Fig. 1: run 1, met2 routing
Cells faint in the background.
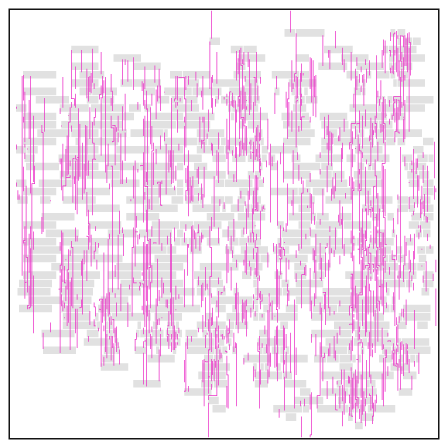
Fig. 2: run 1, I/O nets highlighted
Scale bar: 50 um.
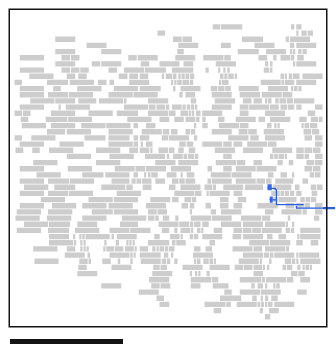
Fig. 3: run 1, congestion heat map
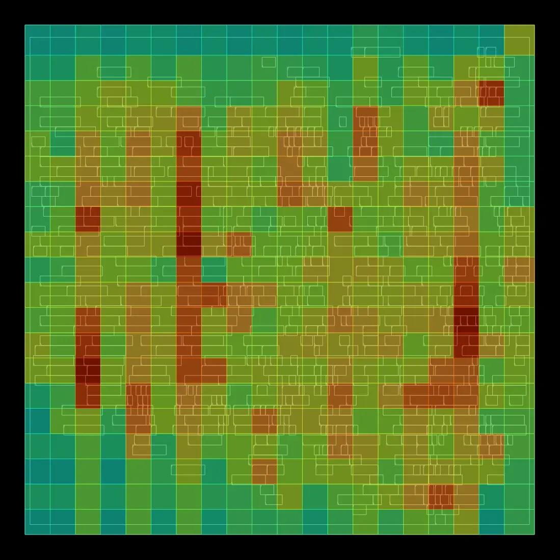
Fig. 4: run 1, metal 1
Supply wires on this layer in grey. Cells faint in the background.
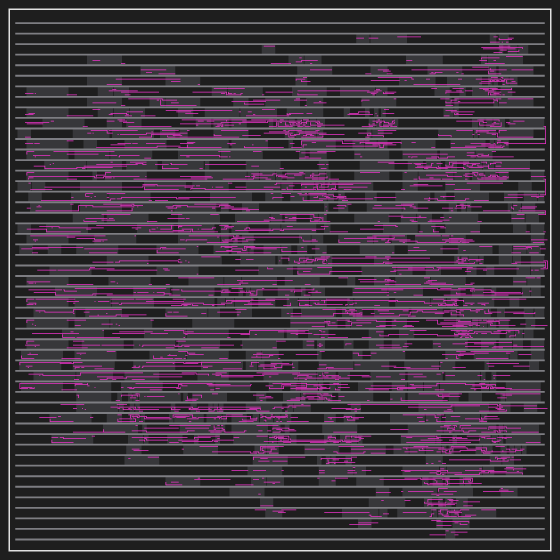
===== src/rtl/mux_uart_pkg.sv =====
// Shared constants and FSM state types for the bus-attached multi-channel UART.
package mux_uart_pkg;

    // Status register bit positions
    localparam int unsigned ST_RX_RDY  = 0;
    localparam int unsigned ST_TX_NF   = 1;
    localparam int unsigned ST_TX_IDLE = 2;
    localparam int unsigned ST_OVR     = 3;
    localparam int unsigned ST_FRM     = 4;

    // Register offset within a channel's two-byte slot
    localparam logic OFS_STATUS = 1'b0;
    localparam logic OFS_DATA   = 1'b1;

    typedef enum logic [1:0] {RX_IDLE, RX_START, RX_DATA, RX_STOP} rx_state_e;
    typedef enum logic [1:0] {TX_IDLE, TX_START, TX_DATA, TX_STOP} tx_state_e;

endpackage


===== src/rtl/mux_uart_if.sv =====
// CPU6 bus register-window signals shared between the CPU side and the UART.
interface mux_uart_if;
    logic [18:0] address;
    logic        write_en;
    logic        read_en;
    logic [7:0]  data_in;
    logic [7:0]  data_out;
    logic        select;

    modport master (output address, write_en, read_en, data_in, input data_out, select);
    modport slave  (input address, write_en, read_en, data_in, output data_out, select);
endinterface


===== src/rtl/mux_uart_channel.sv =====
// One serial channel: TX FIFO, 8N1 serializer, synchronized RX deserializer and status.
module mux_uart_channel
    import mux_uart_pkg::*;
#(
    parameter int unsigned FIFO_DEPTH = 4,
    parameter int unsigned CLK_DIV    = 16
) (
    input  logic       clk_i,
    input  logic       rst_i,
    input  logic       wr_data_i,
    input  logic       rd_data_i,
    input  logic [7:0] wdata_i,
    input  logic       rx_i,
    output logic       tx_o,
    output logic [7:0] status_o,
    output logic [7:0] rx_data_o,
    output logic       rx_rdy_o
);
    localparam int unsigned AW = $clog2(FIFO_DEPTH);
    localparam int unsigned TW = $clog2(CLK_DIV);
    localparam logic [TW-1:0] BitReload  = TW'(CLK_DIV - 1);
    localparam logic [TW-1:0] HalfReload = TW'(CLK_DIV / 2 - 1);
    localparam logic [TW-1:0] TimerOne   = TW'(1);
    localparam logic [AW:0]   PtrOne     = {{AW{1'b0}}, 1'b1};

    // TX FIFO
    logic [7:0]  mem_q [FIFO_DEPTH];
    logic [AW:0] wr_ptr_q, wr_ptr_d, rd_ptr_q, rd_ptr_d;
    logic        fifo_empty, fifo_full, push, pop;
    logic [7:0]  fifo_head;

    // TX serializer
    tx_state_e   tx_state_q, tx_state_d;
    logic [TW-1:0] tx_timer_q, tx_timer_d;
    logic [7:0]  tx_shift_q, tx_shift_d;
    logic [2:0]  tx_bit_q, tx_bit_d;
    logic        tx_q, tx_d, tx_tick;

    // RX deserializer and holding register
    logic        rx_s1_q, rx_s2_q, rx_s3_q, rx_fall;
    rx_state_e   rx_state_q, rx_state_d;
    logic [TW-1:0] rx_timer_q, rx_timer_d;
    logic [7:0]  rx_shift_q, rx_shift_d;
    logic [2:0]  rx_bit_q, rx_bit_d;
    logic        rx_tick, rx_load;
    logic [7:0]  rx_data_q, rx_data_d;
    logic        rdy_q, rdy_d, ovr_q, ovr_d, frm_q, frm_d;

    assign fifo_empty = (wr_ptr_q == rd_ptr_q);
    assign fifo_full  = (wr_ptr_q[AW] != rd_ptr_q[AW]) && (wr_ptr_q[AW-1:0] == rd_ptr_q[AW-1:0]);
    assign push       = wr_data_i && !fifo_full;
    assign fifo_head  = mem_q[rd_ptr_q[AW-1:0]];
    assign tx_tick    = (tx_timer_q == '0);
    assign rx_tick    = (rx_timer_q == '0);
    assign rx_fall    = rx_s3_q && !rx_s2_q;

    // FIFO pointer advance; a full FIFO drops the write
    always_comb begin
        wr_ptr_d = push ? wr_ptr_q + PtrOne : wr_ptr_q;
        rd_ptr_d = pop  ? rd_ptr_q + PtrOne : rd_ptr_q;
    end

    // FIFO storage needs no reset; pointers define validity
    always_ff @(posedge clk_i) begin
        if (push) mem_q[wr_ptr_q[AW-1:0]] <= wdata_i;
    end

    // TX state register and datapath flops; tx idles high from reset
    always_ff @(posedge clk_i or posedge rst_i) begin
        if (rst_i) begin
            tx_state_q <= TX_IDLE;
            tx_timer_q <= '0;
            tx_shift_q <= '0;
            tx_bit_q   <= '0;
            tx_q       <= 1'b1;
        end else begin
            tx_state_q <= tx_state_d;
            tx_timer_q <= tx_timer_d;
            tx_shift_q <= tx_shift_d;
            tx_bit_q   <= tx_bit_d;
            tx_q       <= tx_d;
        end
    end

    // TX next state; stop bit chains straight into the next start when data is queued
    always_comb begin
        tx_state_d = tx_state_q;
        unique case (tx_state_q)
            TX_IDLE:  if (!fifo_empty) tx_state_d = TX_START;
            TX_START: if (tx_tick) tx_state_d = TX_DATA;
            TX_DATA:  if (tx_tick && tx_bit_q == 3'd7) tx_state_d = TX_STOP;
            TX_STOP:  if (tx_tick) tx_state_d = fifo_empty ? TX_IDLE : TX_START;
            default:  tx_state_d = TX_IDLE;
        endcase
    end

    // TX outputs: line level, bit timer, shifter and FIFO pop
    always_comb begin
        tx_timer_d = tx_tick ? BitReload : tx_timer_q - TimerOne;
        tx_shift_d = tx_shift_q;
        tx_bit_d   = tx_bit_q;
        tx_d       = tx_q;
        pop        = 1'b0;
        unique case (tx_state_q)
            TX_IDLE: begin
                tx_timer_d = BitReload;
                tx_d       = 1'b1;
                if (!fifo_empty) begin
                    pop        = 1'b1;
                    tx_shift_d = fifo_head;
                    tx_d       = 1'b0;
                end
            end
            TX_START: begin
                if (tx_tick) begin
                    tx_d       = tx_shift_q[0];
                    tx_shift_d = {1'b0, tx_shift_q[7:1]};
                    tx_bit_d   = 3'd0;
                end
            end
            TX_DATA: begin
                if (tx_tick) begin
                    if (tx_bit_q == 3'd7) begin
                        tx_d = 1'b1;
                    end else begin
                        tx_d       = tx_shift_q[0];
                        tx_shift_d = {1'b0, tx_shift_q[7:1]};
                        tx_bit_d   = tx_bit_q + 3'd1;
                    end
                end
            end
            TX_STOP: begin
                if (tx_tick) begin
                    tx_d = 1'b1;
                    if (!fifo_empty) begin
                        pop        = 1'b1;
                        tx_shift_d = fifo_head;
                        tx_d       = 1'b0;
                    end
                end
            end
            default: tx_d = 1'b1;
        endcase
    end

    // RX state register, synchronizer, holding register and FIFO pointers
    always_ff @(posedge clk_i or posedge rst_i) begin
        if (rst_i) begin
            rx_s1_q    <= 1'b1;
            rx_s2_q    <= 1'b1;
            rx_s3_q    <= 1'b1;
            rx_state_q <= RX_IDLE;
            rx_timer_q <= '0;
            rx_shift_q <= '0;
            rx_bit_q   <= '0;
            rx_data_q  <= '0;
            rdy_q      <= 1'b0;
            ovr_q      <= 1'b0;
            frm_q      <= 1'b0;
            wr_ptr_q   <= '0;
            rd_ptr_q   <= '0;
        end else begin
            rx_s1_q    <= rx_i;
            rx_s2_q    <= rx_s1_q;
            rx_s3_q    <= rx_s2_q;
            rx_state_q <= rx_state_d;
            rx_timer_q <= rx_timer_d;
            rx_shift_q <= rx_shift_d;
            rx_bit_q   <= rx_bit_d;
            rx_data_q  <= rx_data_d;
            rdy_q      <= rdy_d;
            ovr_q      <= ovr_d;
            frm_q      <= frm_d;
            wr_ptr_q   <= wr_ptr_d;
            rd_ptr_q   <= rd_ptr_d;
        end
    end

    // RX next state; START re-checks the line at half a bit to reject glitches
    always_comb begin
        rx_state_d = rx_state_q;
        unique case (rx_state_q)
            RX_IDLE:  if (rx_fall) rx_state_d = RX_START;
            RX_START: if (rx_tick) rx_state_d = rx_s2_q ? RX_IDLE : RX_DATA;
            RX_DATA:  if (rx_tick && rx_bit_q == 3'd7) rx_state_d = RX_STOP;
            RX_STOP:  if (rx_tick) rx_state_d = RX_IDLE;
            default:  rx_state_d = RX_IDLE;
        endcase
    end

    // RX outputs: bit timer, shifter and byte-load strobe
    always_comb begin
        rx_timer_d = rx_tick ? BitReload : rx_timer_q - TimerOne;
        rx_shift_d = rx_shift_q;
        rx_bit_d   = rx_bit_q;
        rx_load    = 1'b0;
        unique case (rx_state_q)
            RX_IDLE:  rx_timer_d = HalfReload;
            RX_START: if (rx_tick) rx_bit_d = 3'd0;
            RX_DATA: begin
                if (rx_tick) begin
                    rx_shift_d = {rx_s2_q, rx_shift_q[7:1]};
                    rx_bit_d   = rx_bit_q + 3'd1;
                end
            end
            RX_STOP:  rx_load = rx_tick;
            default:  rx_timer_d = HalfReload;
        endcase
    end

    // Holding register: a byte load beats a clearing read in the same cycle
    always_comb begin
        rx_data_d = rx_data_q;
        rdy_d     = rdy_q;
        ovr_d     = ovr_q;
        frm_d     = frm_q;
        if (rx_load) begin
            rx_data_d = rx_shift_q;
            rdy_d     = 1'b1;
            if (rd_data_i) begin
                ovr_d = 1'b0;
                frm_d = !rx_s2_q;
            end else begin
                ovr_d = ovr_q | rdy_q;
                frm_d = frm_q | !rx_s2_q;
            end
        end else if (rd_data_i) begin
            rdy_d = 1'b0;
            ovr_d = 1'b0;
            frm_d = 1'b0;
        end
    end

    // Status byte assembly
    always_comb begin
        status_o             = '0;
        status_o[ST_RX_RDY]  = rdy_q;
        status_o[ST_TX_NF]   = !fifo_full;
        status_o[ST_TX_IDLE] = fifo_empty && (tx_state_q == TX_IDLE);
        status_o[ST_OVR]     = ovr_q;
        status_o[ST_FRM]     = frm_q;
    end

    assign tx_o      = tx_q;
    assign rx_data_o = rx_data_q;
    assign rx_rdy_o  = rdy_q;

endmodule


===== src/rtl/mux_uart.sv =====
// Multi-channel UART on the CPU6 bus: window decode, read mux, channel array and irq.
module mux_uart
    import mux_uart_pkg::*;
#(
    parameter int unsigned CHANNELS   = 2,
    parameter int unsigned FIFO_DEPTH = 4,
    parameter int unsigned CLK_DIV    = 16,
    parameter logic [18:0] BASE_ADDR  = 19'h3f200
) (
    input  logic                clock,
    input  logic                reset,
    mux_uart_if.slave           bus,
    output logic [CHANNELS-1:0] tx,
    input  logic [CHANNELS-1:0] rx,
    output logic                irq
);
    logic [18:0]         offset;
    logic                hit;
    logic [17:0]         ch_sel;
    logic                reg_sel;
    logic [7:0]          status [CHANNELS];
    logic [7:0]          rx_data [CHANNELS];
    logic [CHANNELS-1:0] rx_rdy;

    // Addresses below the base wrap to large offsets and miss
    assign offset     = bus.address - BASE_ADDR;
    assign hit        = offset < 19'(2 * CHANNELS);
    assign ch_sel     = offset[18:1];
    assign reg_sel    = offset[0];
    assign bus.select = hit;

    for (genvar g = 0; g < CHANNELS; g++) begin : g_ch
        logic ch_hit;
        assign ch_hit = hit && (ch_sel == 18'(g)) && (reg_sel == OFS_DATA);

        mux_uart_channel #(
            .FIFO_DEPTH (FIFO_DEPTH),
            .CLK_DIV    (CLK_DIV)
        ) u_channel (
            .clk_i     (clock),
            .rst_i     (reset),
            .wr_data_i (ch_hit && bus.write_en),
            .rd_data_i (ch_hit && bus.read_en),
            .wdata_i   (bus.data_in),
            .rx_i      (rx[g]),
            .tx_o      (tx[g]),
            .status_o  (status[g]),
            .rx_data_o (rx_data[g]),
            .rx_rdy_o  (rx_rdy[g])
        );
    end

    // Read mux, combinational from the address
    always_comb begin
        bus.data_out = '0;
        for (int i = 0; i < CHANNELS; i++) begin
            if (hit && ch_sel == 18'(i)) begin
                bus.data_out = (reg_sel == OFS_DATA) ? rx_data[i] : status[i];
            end
        end
    end

    assign irq = |rx_rdy;

endmodule

===== src/flat_wrapper.sv =====
// flat-port wrapper written by rule: the top's interface ports become plain ports
module mux_uart_flat import mux_uart_pkg::*;
#(
    parameter int unsigned CHANNELS   = 2,
    parameter int unsigned FIFO_DEPTH = 4,
    parameter int unsigned CLK_DIV    = 16,
    parameter logic [18:0] BASE_ADDR  = 19'h3f200
)
  (clock, reset, tx, rx, irq, bus_address, bus_write_en, bus_read_en, bus_data_in, bus_data_out, bus_select);
  mux_uart_if bus_i ();
  input  logic clock;
  input  logic reset;
  output logic [CHANNELS-1:0] tx;
  input  logic [CHANNELS-1:0] rx;
  output logic irq;
  input wire logic [$bits(bus_i.address)-1:0] bus_address;
  input wire logic [$bits(bus_i.write_en)-1:0] bus_write_en;
  input wire logic [$bits(bus_i.read_en)-1:0] bus_read_en;
  input wire logic [$bits(bus_i.data_in)-1:0] bus_data_in;
  output wire logic [$bits(bus_i.data_out)-1:0] bus_data_out;
  output wire logic [$bits(bus_i.select)-1:0] bus_select;
  assign bus_i.address = bus_address;
  assign bus_i.write_en = bus_write_en;
  assign bus_i.read_en = bus_read_en;
  assign bus_i.data_in = bus_data_in;
  assign bus_data_out = bus_i.data_out;
  assign bus_select = bus_i.select;
  mux_uart #(.CHANNELS(CHANNELS), .FIFO_DEPTH(FIFO_DEPTH), .CLK_DIV(CLK_DIV), .BASE_ADDR(BASE_ADDR)) u_core (.clock(clock), .reset(reset), .bus(bus_i), .tx(tx), .rx(rx), .irq(irq));
endmodule

===== config.mk =====
export PLATFORM = sky130hd
export DESIGN_NAME = mux_uart_flat
export DESIGN_NICKNAME = d
export VERILOG_FILES = /design/src/rtl/mux_uart_pkg.sv /design/src/rtl/mux_uart_if.sv /design/src/rtl/mux_uart_channel.sv /design/src/rtl/mux_uart.sv /design/src/flat_wrapper.sv
export SDC_FILE = /design/constraint.sdc
export NUM_CORES = 1
export LEC_CHECK = 0
export CAP_MARGIN = 5
export CORE_UTILIZATION = 42
export DETAILED_ROUTE_END_ITERATION = 8
export PLACE_DENSITY = 0.63
export SYNTH_ARGS = -nofsm -noshare
export SYNTH_HDL_FRONTEND = slang
export SYNTH_SLANG_ARGS = --single-unit
export TNS_END_PERCENT = 10

===== constraint.sdc =====
create_clock -name clock -period 3.7 [get_ports clock]
set_input_delay 0.74 -clock clock [delete_from_list [all_inputs] [get_ports clock]]
set_output_delay 0.74 -clock clock [all_outputs]
set_load 0.03 [all_outputs]

==> out/results.ini, run 1 <==
[setup_path]
cp_top_family = simple AND/OR/NAND/NOR gates
worst-path-max-fanout = 11
cp.arrival_ns = 2.58
cp-startpoint = u_core.g_ch[0].u_channel.rd_ptr_q[0]$_DFFE_PP0P_

[logic_synthesis]
ys_types = 54
ys_seq_frac = 0.591
yosysMostFrequentCell = dfrtp_1
netlist_top_cells_count = dfrtp_1, edfxtp_1, mux2_2, nand2_1, inv_1

[finish]
nClkBuffers = 19
syn_to_final_growth_pct = 16.4
lay_top_cells = dfrtp_1, edfxtp_1, mux2_2
fin_nets = 682
final-clk-cell-share = 0.0673

[drt]
routed_wl_um = 14500
dr.pass1.iters = 4
wl_met3_um = 587

[power_and_ir_drop]
p_total_uw = 6290
peakVddDrop_uv = 338

[run]
maxCapViolations = 0

[clock_tree]
cts.clk_slew.worst_paths_ns = 0.06

[floorplan]
fp-row-count = 49

[global_routing]
grt_pass1_wl_um = 24600
grt_usage = 0.163

[outcome]
status = completed

[final_timing]
worst_slew_pin_slew_ns = 0.621

[placed_design]
place_congestion = 0.860

-- Fig. 1 (at the start) --
wire length on this layer: 7120 um
main direction: vertical
longest straight run: 64.9 um

-- Fig. 2 (at the start) --
[bus_read_en] blue | bits: 1 | direction: input | end cells: 2 | buffers: 1 | wire: 40.1 um

-- Fig. 3 (at the start) --
Layout Utilization: 0.507
busiest grt layer: met2
GR Util met2: 0.273
GR met3 Demand/Resource: 0.0406

-- Fig. 4 (at the start) --
share of all routed wire: 45%
main direction: horizontal
wire length on this layer: 6520 um

-- run 1: through the flow --
stage | std cells | setup WS, ns | util
floorplan | 565 | 0.0709 | -
global placement | 829 | 0.490 | 0.472
detailed placement | 829 | 0.466 | 0.472
CTS | 861 | 0.309 | 0.507
global route | 861 | 0.178 | 0.507
finish | 861 | 0.384 | 0.507
-- run 1: power breakdown --
part           leakage (uW)  internal (uW)  switching [uW]
Sequential          0.00193           2290             308
Clock              0.000292           1130             748
Combinational       0.00170            896             916
-- run 1: cell families after synthesis --
family,share of synthesized area
flops,0.591
simple gates,0.0878
mux,0.157
compound gates,0.0665
buf+inv,0.0303
fa+ha+maj,0.0474
xor+xnor,0.0199
Fig. 5: run 1, sequential cells grouped by signal name
Other sequential cells in the stronger grey, the rest of the logic in the fainter grey.
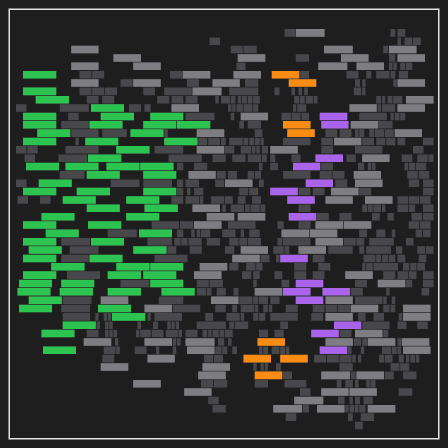

==> run 2, diff against run 1 <==
Settings changed: GPL_TIMING_DRIVEN set to 0.
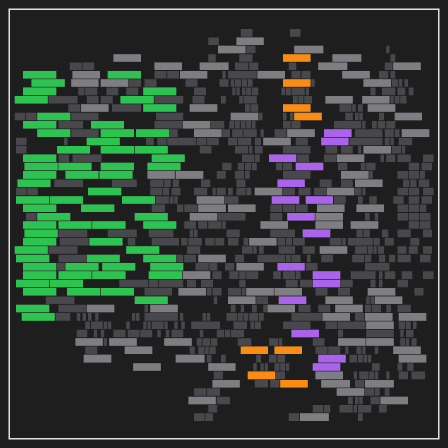
Fig. 6. Sequential cells grouped by signal name (run 2).
Other sequential cells in the stronger grey, the rest of the logic in the fainter grey.
[u_core.g_ch.u_channel.mem_q] green | flops: 64
[u_core.g_ch.u_channel.rx_shift_q] purple | flops: 16
[u_core.g_ch.u_channel.tx_timer_q] orange | flops: 8
not coloured: 86

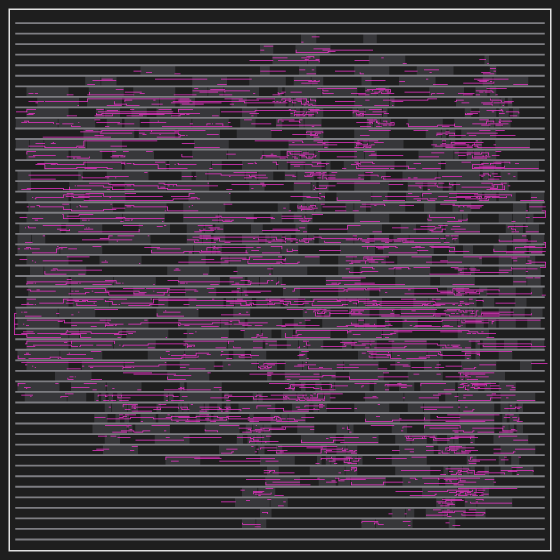
Fig. 7. Metal 1 (run 2).
Supply wires on this layer in grey. Cells faint in the background.
share of all routed wire: 45%
wire length on this layer: 6420 um
nets with wire on the layer: 627
longest straight run: 32.2 um
main direction: horizontal

==> out/results.ini, run 2 <==
[floorplan]
fp-row-count = 49  ; unchanged

[drt]
dr.pass1.iters = 4  ; unchanged
routed_wl_um = 14200  ; was 14500 um

[setup_path]
cp.arrival_ns = 2.82  ; was 2.58 ns
cp-startpoint = bus_address[17]  ; was u_core.g_ch[0].u_channel.rd_ptr_q[0]$_DFFE_PP0P_

[finish]
fin_nets = 695  ; was 682
lay_top_cells = dfrtp_1, edfxtp_1, mux2_2  ; unchanged
final_util = 0.511  ; was 0.507

[logic_synthesis]
synthTopLogicFamily = multiplexers  ; unchanged
ys_sh_aoi = 0.0665  ; unchanged
netlist_top_cells_count = dfrtp_1, edfxtp_1, mux2_2, nand2_1, inv_1  ; unchanged
ys_sh_adder = 0.0474  ; unchanged
yosysMostFrequentCell = dfrtp_1  ; unchanged
ys_seq_frac = 0.591  ; unchanged

[clock_tree]
cts.clk_slew.worst_paths_ns = 0.07  ; was 0.06 ns

[placed_design]
place_inst = 840  ; was 829

[outcome]
status = completed  ; unchanged

[run]
maxCapViolations = 0  ; unchanged

[global_routing]
grt_usage = 0.157  ; was 0.163
grt_pass1_wl_um = 23800  ; was 24600 um

[final_timing]
worst_slew_pin_slew_ns = 0.774  ; was 0.621 ns

-- run 2: cell counts after synthesis --
No cell type changed its count.
-- run 2: what timing repair did --
action | in CTS | in global routing
setup endpoints to repair | 9 | 6
cloned | 0 | 0
setup buffers | 1 | 0
gates resized | 8 | 4
pin swaps | 1 | 0
-- run 2: cell type report --
type,count,area [um^2]
fillers,1524,8900
flip-flops and latches,174,4680
multi-input cells,339,3020
repair buffers,48,487
clock buffers,19,443
well taps,229,287
clock inverters,13,151
inverters,35,134
plain buffers,17,110
-- run 2: metal layers --
layer  share of wire  global-route usage  wire [um]
met1            0.45               0.196       6420
met2            0.49               0.267       6970
met3           0.046              0.0392        653
met4           0.010              0.0526        146
met5               0                   0          0
-- run 2: where the power goes --
part           switching [uW]  internal, uW
logic                    1020           978
registers                 197          2290
clock network             776          1030
No activity file was given, so power comes from the tool's default toggle rates.
